--- src/rtl/unpacker_8to12_pkg.sv ---
// Packing format shared by the 12-to-8 packer and the 8-to-12 unpacker.
// Three bytes carry two 12-bit samples, little-endian.
package unpacker_8to12_pkg;

  localparam int unsigned SAMPLE_W = 12;
  localparam int unsigned BYTE_W   = 8;
  localparam int unsigned NIB_W    = SAMPLE_W - BYTE_W;

  typedef enum logic [1:0] {
    PH_0 = 2'd0,
    PH_1 = 2'd1,
    PH_2 = 2'd2
  } phase_e;

endpackage

--- src/rtl/unpacker_8to12_if.sv ---
// Byte-in / sample-out strobe bus of the unpacker; the master drives bytes and resync.
interface unpacker_8to12_if;
  import unpacker_8to12_pkg::*;

  logic [BYTE_W-1:0]   in_data;
  logic                in_valid;
  logic                resync;
  logic [SAMPLE_W-1:0] out_data;
  logic                out_valid;
  logic [1:0]          phase;

  modport master (
    output in_data, in_valid, resync,
    input  out_data, out_valid, phase
  );

  modport slave (
    input  in_data, in_valid, resync,
    output out_data, out_valid, phase
  );

endinterface

--- src/rtl/unpacker_8to12.sv ---
// Rebuilds 12-bit samples from the packed byte stream; outputs registered one cycle after the completing byte.
// No backpressure: every in_valid byte is consumed, resync drops the byte and returns to phase 0.
module unpacker_8to12
  import unpacker_8to12_pkg::*;
(
  input logic             clk,
  input logic             nreset,
  unpacker_8to12_if.slave bus
);

  phase_e              state_q, state_d;
  logic [BYTE_W-1:0]   lo_q, lo_d;
  logic [NIB_W-1:0]    nib_q, nib_d;
  logic                emit;
  logic [SAMPLE_W-1:0] sample;
  logic [SAMPLE_W-1:0] out_data_q;
  logic                out_valid_q;

  always_comb begin
    state_d = state_q;
    lo_d    = lo_q;
    nib_d   = nib_q;
    emit    = 1'b0;
    sample  = out_data_q;
    // resync wins over a coincident byte, which is discarded
    if (bus.resync) begin
      state_d = PH_0;
    end else if (bus.in_valid) begin
      case (state_q)
        PH_0: begin
          lo_d    = bus.in_data;
          state_d = PH_1;
        end
        PH_1: begin
          emit    = 1'b1;
          sample  = {bus.in_data[NIB_W-1:0], lo_q};
          nib_d   = bus.in_data[BYTE_W-1:NIB_W];
          state_d = PH_2;
        end
        PH_2: begin
          emit    = 1'b1;
          sample  = {bus.in_data, nib_q};
          state_d = PH_0;
        end
        default: state_d = PH_0;
      endcase
    end
  end

  always_ff @(posedge clk or negedge nreset) begin
    if (!nreset) begin
      state_q     <= PH_0;
      lo_q        <= '0;
      nib_q       <= '0;
      out_valid_q <= 1'b0;
      out_data_q  <= '0;
    end else begin
      state_q     <= state_d;
      lo_q        <= lo_d;
      nib_q       <= nib_d;
      out_valid_q <= emit;
      out_data_q  <= sample;
    end
  end

  assign bus.out_data  = out_data_q;
  assign bus.out_valid = out_valid_q;
  assign bus.phase     = state_q;

endmodule

--- src/flat_wrapper.sv ---
// flat-port wrapper written by rule: the top's interface ports become plain ports
module unpacker_8to12_flat import unpacker_8to12_pkg::*;
  (clk, nreset, bus_in_data, bus_in_valid, bus_resync, bus_out_data, bus_out_valid, bus_phase);
  unpacker_8to12_if bus_i ();
  input logic clk;
  input logic nreset;
  input wire logic [$bits(bus_i.in_data)-1:0] bus_in_data;
  input wire logic [$bits(bus_i.in_valid)-1:0] bus_in_valid;
  input wire logic [$bits(bus_i.resync)-1:0] bus_resync;
  output wire logic [$bits(bus_i.out_data)-1:0] bus_out_data;
  output wire logic [$bits(bus_i.out_valid)-1:0] bus_out_valid;
  output wire logic [$bits(bus_i.phase)-1:0] bus_phase;
  assign bus_i.in_data = bus_in_data;
  assign bus_i.in_valid = bus_in_valid;
  assign bus_i.resync = bus_resync;
  assign bus_out_data = bus_i.out_data;
  assign bus_out_valid = bus_i.out_valid;
  assign bus_phase = bus_i.phase;
  unpacker_8to12 u_core (.clk(clk), .nreset(nreset), .bus(bus_i));
endmodule
--- config.mk ---
export PLATFORM = sky130hd
export DESIGN_NAME = unpacker_8to12_flat
export DESIGN_NICKNAME = d
export VERILOG_FILES = /design/src/rtl/unpacker_8to12_pkg.sv /design/src/rtl/unpacker_8to12_if.sv /design/src/rtl/unpacker_8to12.sv /design/src/flat_wrapper.sv
export SDC_FILE = /design/constraint.sdc
export NUM_CORES = 1
export LEC_CHECK = 0
export ABC_AREA = 1
export CELL_PAD_IN_SITES_DETAIL_PLACEMENT = 0
export CELL_PAD_IN_SITES_GLOBAL_PLACEMENT = 1
export CORE_ASPECT_RATIO = 2
export CORE_UTILIZATION = 41
export CTS_BUF_LIST = sky130_fd_sc_hd__clkbuf_4 sky130_fd_sc_hd__clkbuf_8
export DETAILED_ROUTE_END_ITERATION = 8
export GPL_TIMING_DRIVEN = 0
export HOLD_SLACK_MARGIN = 0.02
export PLACE_DENSITY_LB_ADDON = 0.1
export SLEW_MARGIN = 25
export SYNTH_ARGS = -nofsm -noshare
export SYNTH_HDL_FRONTEND = slang
export SYNTH_SLANG_ARGS = --single-unit
export TNS_END_PERCENT = 50
--- constraint.sdc ---
create_clock -name clk -period 2.4 [get_ports clk]
set_input_delay 0.24 -clock clk [delete_from_list [all_inputs] [get_ports clk]]
set_output_delay 0.24 -clock clk [all_outputs]
set_load 0.005 [all_outputs]
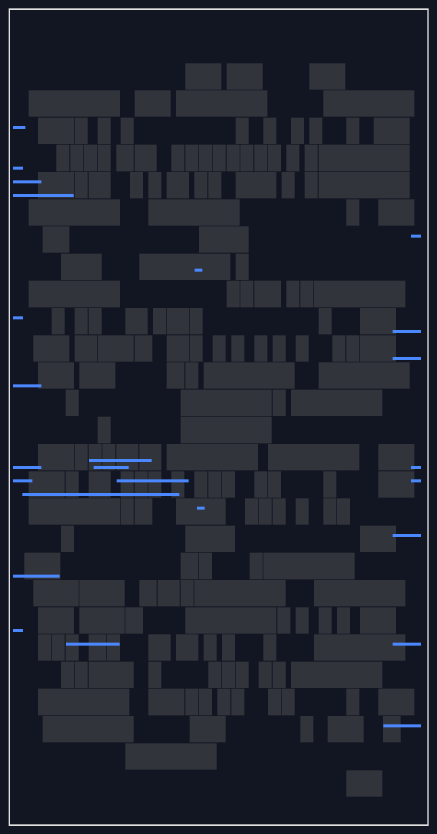
Figure 1: run 1, met3 routing.
Drawn at 10 px/um.
share of all routed wire: 2.6%
longest straight run: 15.4 um

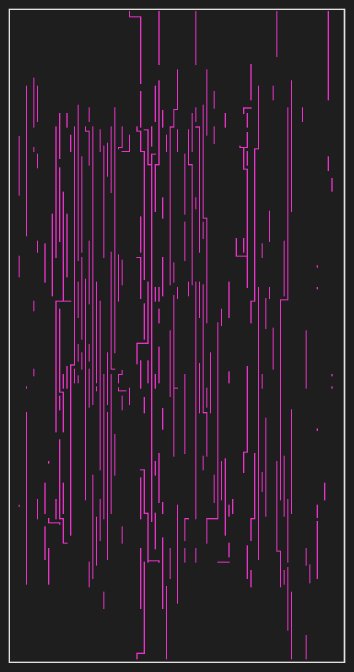
Figure 2: run 1, met2 routing.
Drawn at 8 px/um.
share of all routed wire: 55%
longest straight run: 45.9 um
wire length on this layer: 1560 um
main direction: vertical

==> impl_metrics.csv, run 1 <==
group,metric,value,unit
run_status,status,"complete, no violations",
detailed_routing,wl,2860,um
synth,synth.avg_cell_area,7.99,um2
timing,setup_slack,0.945,ns
power_and_ir_drop,pg_clk,254,uW
timing,hold_ws,0.299,ns
finish,buffers,34,
global_routing,busiest_layer,"met2",
synth,synthDominantCellAreaShare,0.522,
finish,inverters_excl_clock,4,
clock_network,clkTransAtPathRegs,0.09,ns
power_and_ir_drop,cell_internal_pwr,904,uW
critical_path,cp.required,2.16,ns
power_and_ir_drop,p_switching,364,uW
power_and_ir_drop,powerComb,377,uW
synth,synth.distinct_cells,14,
flow_run,openroad.warnings,29,
synth,ys_sh_aoi,0,
timing,period_minus_slack,1.46,ns
synth,synth.largest_area_cell,"dfrtp_1",
global_routing,grtUsageMet3,0.0132,
detailed_routing,ant_nets,0,
clock_network,clockBufferDepth,2,
critical_path,critical_path_class,"reg2out",
global_routing,gr-usage-met1,0.227,
detailed_routing,top_layer_used,"met4",
synth,top_cell,"nand2_1",
detailed_routing,drt_iter0_markers,44,
placed_design,place_congestion,0.847,
placed_design,dpl.hpwl,2090,um
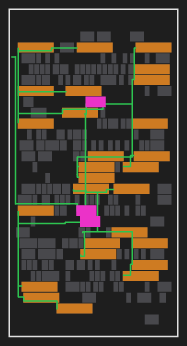
Figure 3: run 1, clock distribution.
Drawn at 4 px/um.
legend:
  orange:
    item: flip-flops
    count: 27
  green:
    item: clock wires
    length: 327 um
  magenta:
    item: cells driving clock nets
    count: 3
flops lie: widely spread
routed clock nets: 4

Figure 4. Routing congestion (run 1).
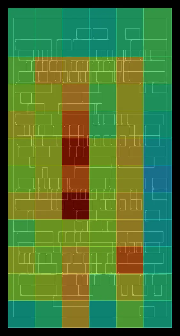

==> run 2, diff against run 1 <==
--- a/config.mk
+++ b/config.mk
@@ -9,7 +9,7 @@
 export CELL_PAD_IN_SITES_DETAIL_PLACEMENT = 0
 export CELL_PAD_IN_SITES_GLOBAL_PLACEMENT = 1
 export CORE_ASPECT_RATIO = 2
-export CORE_UTILIZATION = 41
+export CORE_UTILIZATION = 38
 export CTS_BUF_LIST = sky130_fd_sc_hd__clkbuf_4 sky130_fd_sc_hd__clkbuf_8
 export DETAILED_ROUTE_END_ITERATION = 8
 export GPL_TIMING_DRIVEN = 0
==> constraint.sdc (replaced) <==
create_clock -name clk -period 1.4 [get_ports clk]
set_input_delay 0.14 -clock clk [delete_from_list [all_inputs] [get_ports clk]]
set_output_delay 0.14 -clock clk [all_outputs]
set_load 0.005 [all_outputs]
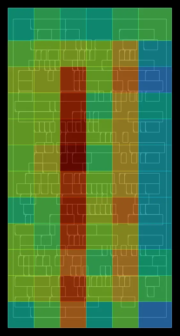
Figure 5: run 2, routing congestion.
M3 GR Usage: 0.0237
GRT Total Usage: 0.185
wire per inst: 13.5 um
GR Util met2: 0.341

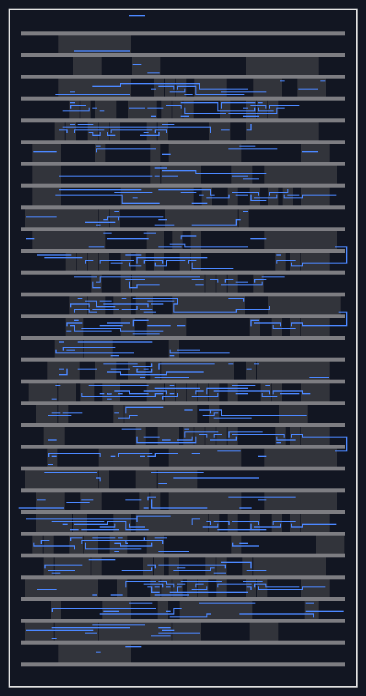
Figure 6: run 2, the metal 1 layer.
Drawn at 8 px/um. Supply wires on this layer in grey.
main direction: horizontal
nets with wire on the layer: 178

==> run 2 against run 1 <==
Net effect:
- utilization down 1.8 points
- clock skew fell by 0.0033 ns
- register-to-register slack worse by 0.91 ns
- first-iteration DRC count fell by 52%
- hold slack got worse by 0.099 ns
- critical path depth unchanged
- area after synthesis stayed put
- count of clock-buffer cells in the layout is 1 higher
- critical path type unchanged
- largest power group unchanged
==> impl_metrics.csv, run 2 <==
group,metric,value,unit
detailed_routing,top_layer_used,"met4",
power_and_ir_drop,pg_clk,466,uW
placed_design,dpl.hpwl,2220,um
detailed_routing,wl,3070,um
global_routing,busiest_layer,"met2",
critical_path,critical_path_class,"reg2out",
synth,top_cell,"nand2_1",
timing,period_minus_slack,1.33,ns
synth,ys_sh_aoi,0,
global_routing,gr-usage-met1,0.198,
clock_network,clockBufferDepth,2,
finish,buffers,38,
flow_run,openroad.warnings,30,
synth,synthDominantCellAreaShare,0.522,
synth,top_cells_by_count,"nand2_1, dfrtp_1, nand4_1",
finish,inverters_excl_clock,4,
timing,hold_ws,0.200,ns
timing,setup_slack,0.0715,ns
power_and_ir_drop,cell_internal_pwr,1.59,mW
critical_path,cp.required,1.26,ns
power_and_ir_drop,p_switching,638,uW
synth,synth.avg_cell_area,7.99,um2
run_status,status,"complete, no violations",
placed_design,place_congestion,0.865,
finish,largestClassByArea,"flip-flops and latches",
synth,synth.distinct_cells,14,
floorplan,fp_util,0.405,
finish,postLayoutCoreUtil,0.531,
synth,synth.largest_area_cell,"dfrtp_1",
Power figures rest on the tool's default switching activity, not on a simulated workload.
